clock_nets.png
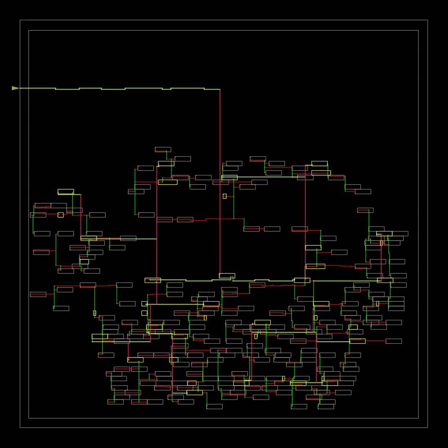
layers.png
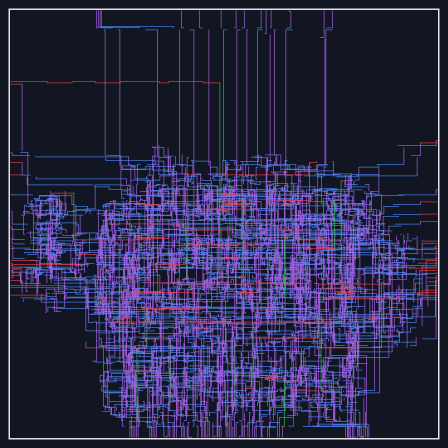
ff_map.png
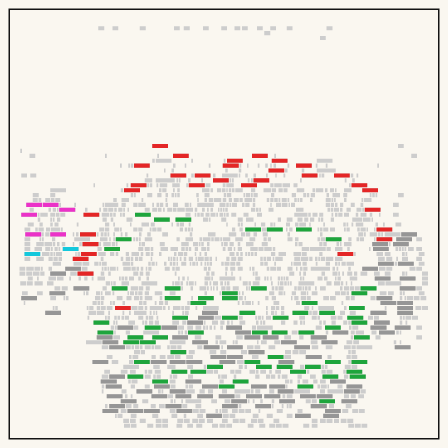
gates.png
Bar = 50 um.
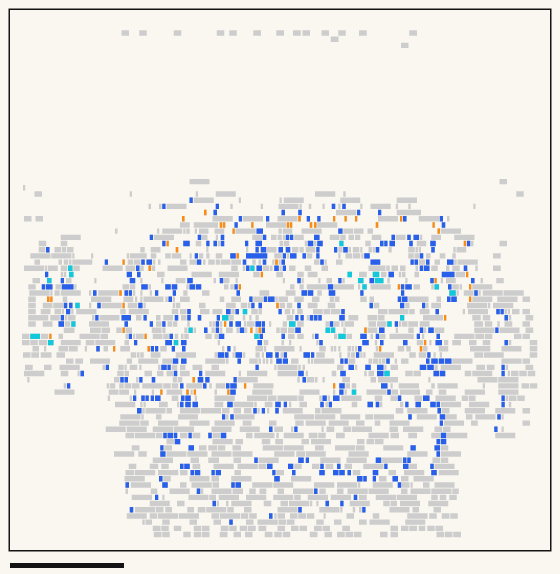
pinout.png
Pins as bars across the die edge, other pins in gray.
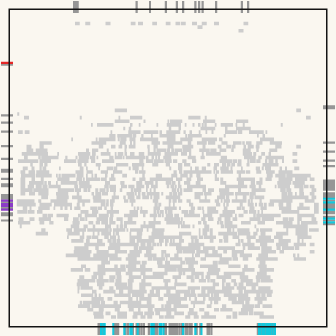
==> config.mk <==
export PLATFORM = sky130hd
export DESIGN_NAME = alu_muldiv_ctrl
export DESIGN_NICKNAME = d
export VERILOG_FILES = /design/src/rtl/alu_pkg.sv /design/src/rtl/muldiv_iter.sv /design/src/rtl/alu_muldiv_ctrl.sv
export SDC_FILE = /design/constraint.sdc
export NUM_CORES = 1
export LEC_CHECK = 0
export ABC_CLOCK_PERIOD_IN_PS = 8000
export CORE_MARGIN = 5
export CORE_UTILIZATION = 25
export DETAILED_ROUTE_END_ITERATION = 10
export RECOVER_POWER = 50
export SYNTH_ARGS = -nofsm -noshare
export SYNTH_HDL_FRONTEND = slang
export SYNTH_HIERARCHICAL = 1
export SYNTH_SLANG_ARGS = --single-unit
==> constraint.sdc <==
create_clock -name clk -period 8 [get_ports clk]
set_clock_uncertainty 0.05 [all_clocks]
set_input_delay 1.6 -clock clk [delete_from_list [all_inputs] [get_ports clk]]
set_output_delay 1.6 -clock clk [all_outputs]
set_load 0.03 [all_outputs]
==> src/rtl/alu_pkg.sv <==
// Shared ALU opcode constants and the multiply/divide controller state type.
package alu_pkg;

  localparam logic [3:0] OP_ADD = 4'b0000;
  localparam logic [3:0] OP_SUB = 4'b0001;
  localparam logic [3:0] OP_AND = 4'b0010;
  localparam logic [3:0] OP_OR  = 4'b0011;
  localparam logic [3:0] OP_XOR = 4'b0100;
  localparam logic [3:0] OP_MUL = 4'b0101;
  localparam logic [3:0] OP_DIV = 4'b0110;
  localparam logic [3:0] OP_SLT = 4'b0111;

  typedef enum logic [1:0] {
    IDLE = 2'd0,
    MUL  = 2'd1,
    DIV  = 2'd2,
    DONE = 2'd3
  } state_t;

endpackage

==> src/rtl/muldiv_iter.sv <==
// Iterative datapath: latched operands plus a 2N-bit accumulator that performs
// one shift-add (multiply) or one restoring shift-subtract (divide) per step.
// Both operations start from {zeros, rda}. Multiply retires multiplier bits
// from the low half. Divide shifts dividend bits into the remainder half and
// quotient bits into the low half.
module muldiv_iter
  import alu_pkg::*;
#(
  parameter int N = 32
) (
  input  logic         clk,
  input  logic         rst_n,
  input  logic         load_i,
  input  logic         stepMul_i,
  input  logic         stepDiv_i,
  input  logic [N-1:0] a_i,
  input  logic [N-1:0] b_i,
  output logic [N-1:0] accHi_o,
  output logic [N-1:0] accLo_o,
  output logic [N-1:0] opA_o,
  output logic         bZero_o
);

  logic [2*N-1:0] acc_q, acc_d;
  logic [N-1:0]   opA_q, opA_d;
  logic [N-1:0]   opB_q, opB_d;
  logic [N:0]     mulSum;
  logic [N:0]     remShift;
  logic [N:0]     divTrial;

  // Next accumulator value for a load, a multiply step or a divide step
  always_comb begin
    acc_d    = acc_q;
    opA_d    = opA_q;
    opB_d    = opB_q;
    mulSum   = {1'b0, acc_q[2*N-1:N]};
    remShift = acc_q[2*N-1:N-1];
    divTrial = remShift - {1'b0, opB_q};
    if (acc_q[0]) begin
      mulSum = {1'b0, acc_q[2*N-1:N]} + {1'b0, opB_q};
    end
    if (load_i) begin
      acc_d = {{N{1'b0}}, a_i};
      opA_d = a_i;
      opB_d = b_i;
    end else if (stepMul_i) begin
      acc_d = {mulSum, acc_q[N-1:1]};
    end else if (stepDiv_i) begin
      if (!divTrial[N]) begin
        acc_d = {divTrial[N-1:0], acc_q[N-2:0], 1'b1};
      end else begin
        acc_d = {remShift[N-1:0], acc_q[N-2:0], 1'b0};
      end
    end
  end

  // Operand and accumulator registers
  always_ff @(posedge clk or negedge rst_n) begin
    if (!rst_n) begin
      acc_q <= '0;
      opA_q <= '0;
      opB_q <= '0;
    end else begin
      acc_q <= acc_d;
      opA_q <= opA_d;
      opB_q <= opB_d;
    end
  end

  assign accHi_o = acc_q[2*N-1:N];
  assign accLo_o = acc_q[N-1:0];
  assign opA_o   = opA_q;
  assign bZero_o = (opB_q == '0);

endmodule

==> src/rtl/alu_muldiv_ctrl.sv <==
// Multiply/divide controller: accept handshake, iteration counter, state
// machine and the architectural Hi/Lo/div_zero registers. All outputs come
// straight from registers.
module alu_muldiv_ctrl
  import alu_pkg::*;
#(
  parameter int N = 32,
  parameter int M = 4
) (
  input  logic         clk,
  input  logic         rst_n,
  input  logic         start,
  input  logic [M-1:0] alu_decode,
  input  logic [N-1:0] rda,
  input  logic [N-1:0] rdx,
  input  logic         flush,
  output logic         busy,
  output logic         done,
  output logic [N-1:0] Hi,
  output logic [N-1:0] Lo,
  output logic         div_zero
);

  state_t       state_q, state_d;
  logic [5:0]   cnt_q, cnt_d;
  logic         isDiv_q, isDiv_d;
  logic         armed_q;
  logic [N-1:0] hi_q, hi_d;
  logic [N-1:0] lo_q, lo_d;
  logic         divZero_q, divZero_d;

  logic         decodeMul;
  logic         decodeDiv;
  logic         lastIter;
  logic         load;
  logic         stepMul;
  logic         stepDiv;
  logic         commit;
  logic [N-1:0] accHi;
  logic [N-1:0] accLo;
  logic [N-1:0] opA;
  logic         bZero;

  assign decodeMul = (alu_decode == M'(OP_MUL));
  assign decodeDiv = (alu_decode == M'(OP_DIV));
  assign lastIter  = (cnt_q == 6'(N - 1));

  muldiv_iter #(.N(N)) u_iter (
    .clk       (clk),
    .rst_n     (rst_n),
    .load_i    (load),
    .stepMul_i (stepMul),
    .stepDiv_i (stepDiv),
    .a_i       (rda),
    .b_i       (rdx),
    .accHi_o   (accHi),
    .accLo_o   (accLo),
    .opA_o     (opA),
    .bZero_o   (bZero)
  );

  // Next state, counter and datapath strobes. A zero divisor is spotted on the
  // latched operand in the first DIV cycle and short-circuits straight to DONE.
  // A flush in DONE cannot retract that cycle's done, but blocks the commit.
  always_comb begin
    state_d = state_q;
    cnt_d   = cnt_q;
    isDiv_d = isDiv_q;
    load    = 1'b0;
    stepMul = 1'b0;
    stepDiv = 1'b0;
    commit  = 1'b0;
    case (state_q)
      IDLE: begin
        if (start && !flush && armed_q && (decodeMul || decodeDiv)) begin
          load    = 1'b1;
          cnt_d   = '0;
          isDiv_d = decodeDiv;
          state_d = decodeDiv ? DIV : MUL;
        end
      end
      MUL: begin
        if (flush) begin
          state_d = IDLE;
        end else begin
          stepMul = 1'b1;
          cnt_d   = cnt_q + 6'd1;
          if (lastIter) state_d = DONE;
        end
      end
      DIV: begin
        if (flush) begin
          state_d = IDLE;
        end else if (bZero) begin
          state_d = DONE;
        end else begin
          stepDiv = 1'b1;
          cnt_d   = cnt_q + 6'd1;
          if (lastIter) state_d = DONE;
        end
      end
      DONE: begin
        state_d = IDLE;
        commit  = !flush;
      end
      default: state_d = IDLE;
    endcase
  end

  // Architectural result update, only on a committed DONE cycle
  always_comb begin
    hi_d      = hi_q;
    lo_d      = lo_q;
    divZero_d = divZero_q;
    if (commit) begin
      if (isDiv_q && bZero) begin
        hi_d      = opA;
        lo_d      = '1;
        divZero_d = 1'b1;
      end else if (isDiv_q) begin
        hi_d      = accHi;
        lo_d      = accLo;
        divZero_d = 1'b0;
      end else begin
        hi_d = accHi;
        lo_d = accLo;
      end
    end
  end

  // Control and result registers
  always_ff @(posedge clk or negedge rst_n) begin
    if (!rst_n) begin
      state_q   <= IDLE;
      cnt_q     <= '0;
      isDiv_q   <= 1'b0;
      hi_q      <= '0;
      lo_q      <= '0;
      divZero_q <= 1'b0;
    end else begin
      state_q   <= state_d;
      cnt_q     <= cnt_d;
      isDiv_q   <= isDiv_d;
      hi_q      <= hi_d;
      lo_q      <= lo_d;
      divZero_q <= divZero_d;
    end
  end

  // Stays low for the first edge after reset release, so a start arriving with the release is not taken
  always_ff @(posedge clk or negedge rst_n) begin
    if (!rst_n) begin
      armed_q <= 1'b0;
    end else begin
      armed_q <= 1'b1;
    end
  end

  assign busy     = (state_q != IDLE);
  assign done     = (state_q == DONE);
  assign Hi       = hi_q;
  assign Lo       = lo_q;
  assign div_zero = divZero_q;

endmodule

==> flow_summary_export.csv <==
group,metric,value,unit
status,status,"finished with violations",
status,violations,"max-capacitance violations, max-slew violations",
placed_design,place_congestion,0.869,
global_route,use_met2,0.237,
clock_network,clockBufferDepth,3,
layout,fillers,5289,
setup_path,r2r_end,"u_iter/acc_q[60]",
die,initCoreUtil,0.252,
layout,n_all_buffers,150,
setup_path,path_max_fanout,77,
setup_path,critPathRequiredTime,8.46,ns
setup_path,path_cells,"clkbuf_1 -> buf_4",
clock_network,cts_buffers,23,
clock_network,cts_max_level,1,
placed_design,dp_cells,2156,
power_and_ir_drop,switching_power,3460,uW
timing,tightest_slew,4.10,ns
die,tap-cell-count,680,
clock_network,clk_pin_slew_worst_paths,0.06,ns
layout,largest_register,"u_iter/acc_q",
layout,fin_nets,1645,
power_and_ir_drop,power.leakage,0.00681,uW
power_and_ir_drop,p_sw_frac,0.471,
logic_synthesis,yosys.cell_count.top_type,"dfrtp_1",
global_route,grt_pass1_wl,62800,um
layout,design_area,0.0157,sq mm
logic_synthesis,avgSynthCellArea,9.19,sq um
hold_path,min_path_cells,1,
placed_design,dpl_cell_area,0.0149,sq mm
placed_design,dp_hpwl,29400,um
timing,slew_violations,71,
clock_network,post-cts-setup-buffers,0,
layout,nNonClkInverters,57,
logic_synthesis,ys_top_cells_by_area,"dfrtp_1 39%, ha_1 6.8%, mux2i_1 5.7%, o21ai_0 4.7%, a21oi_1 4.5%",
layout,logic_gates,1066,
setup_path,critPathLaunch,"rst_n",
timing,post-route-min-period,5.17,ns
route,top_layer_used,"met4",
die,pin_count,139,
layout,final_cell_mix,"203 x dfrtp_1, 122 x o21ai_0, 121 x nor2_1",
run,warnings,30,
power_and_ir_drop,comb_power_share,0.584,
setup_path,cpMaxStageDelayCell,"clkbuf_1",
clock_network,cts-resized-gates,0,
timing,hold_viol_final,0,
logic_synthesis,ys_sh_xor,0.0319,
logic_synthesis,aoi_share,0.243,
layout,area_growth,21.7,%
clock_network,clock-sinks,203,
route,wl_met3,1860,um
layout,largest_reg_flops,64,
hold_path,hold_class,"register to register",
setup_path,cp.arrival,5.63,ns
layout,lay_top_count,"dfrtp_1",
power_and_ir_drop,p_comb,4280,uW
timing,period_used_share,0.646,
timing,max_freq,194,MHz
layout,layout.nonclk_buf_frac,0.0933,
power_and_ir_drop,p_seq_frac,0.265,
setup_path,critical_path_class,"input port to async pin",
layout,largestClassByArea,"logic gates",
run,maxCapViolCount,1,
power_and_ir_drop,p_clk_frac,0.151,
logic_synthesis,synth_top_cell_by_area,"dfrtp_1",
timing,rsz0062_at_grt,"no",
setup_path,path_depth,2,
Back to the opening pictures, clock_nets.png:
Layout clock buffers: 34
P_clk: 1110 uW

Back to the opening pictures, layers.png:
Key: M4 = green [wire length 743 um]; M1 = blue [wire length 17800 um]; M3 = red [wire length 1860 um]; M2 = purple [wire length 19700 um]
final WL: 40100 um
vias after detailed routing: 11100
wire per inst: 18.2 um
Total GRT Usage: 0.136

Back to the opening pictures, ff_map.png:
Key: `u_iter/opB_q` = red [sequential cells 32, where a horizontal strip, middle]; `cnt_q` = magenta [sequential cells 6, where middle left]; `state_q` = cyan [sequential cells 2]; `u_iter/acc_q` = green [sequential cells 64]
Another 99 sequential cells are not colored.
Reg area: 0.00508 sq mm
P_seq: 1940 uW
Seq area share: 0.323
final core occ: 0.307

Back to the opening pictures, gates.png:
Key: aoi and oai cells = blue [cells 379, most used o21ai_0]; and/or cells = cyan [cells 29, most used or3_1]; inv cells = orange [cells 57, most used inv_1]
post-route insts no fill: 2198
multi-input gate share of the layout cell area: 0.466

Back to the opening pictures, pinout.png:
Key: `Lo` = cyan [pins 32, direction output, edge 27 bottom, 5 right]; `alu_decode` = purple [pins 4, direction input, edge left]; `clk` = red [pins 1, direction input, edge left]
All pins by edge: 71 bottom, 29 right, 24 left, 15 top.
IO Port Bufs: 138
Chip Height: 237 um
DIE WIDTH: 237 um

Power figures rest on the tool's default switching activity, not on a simulated workload.
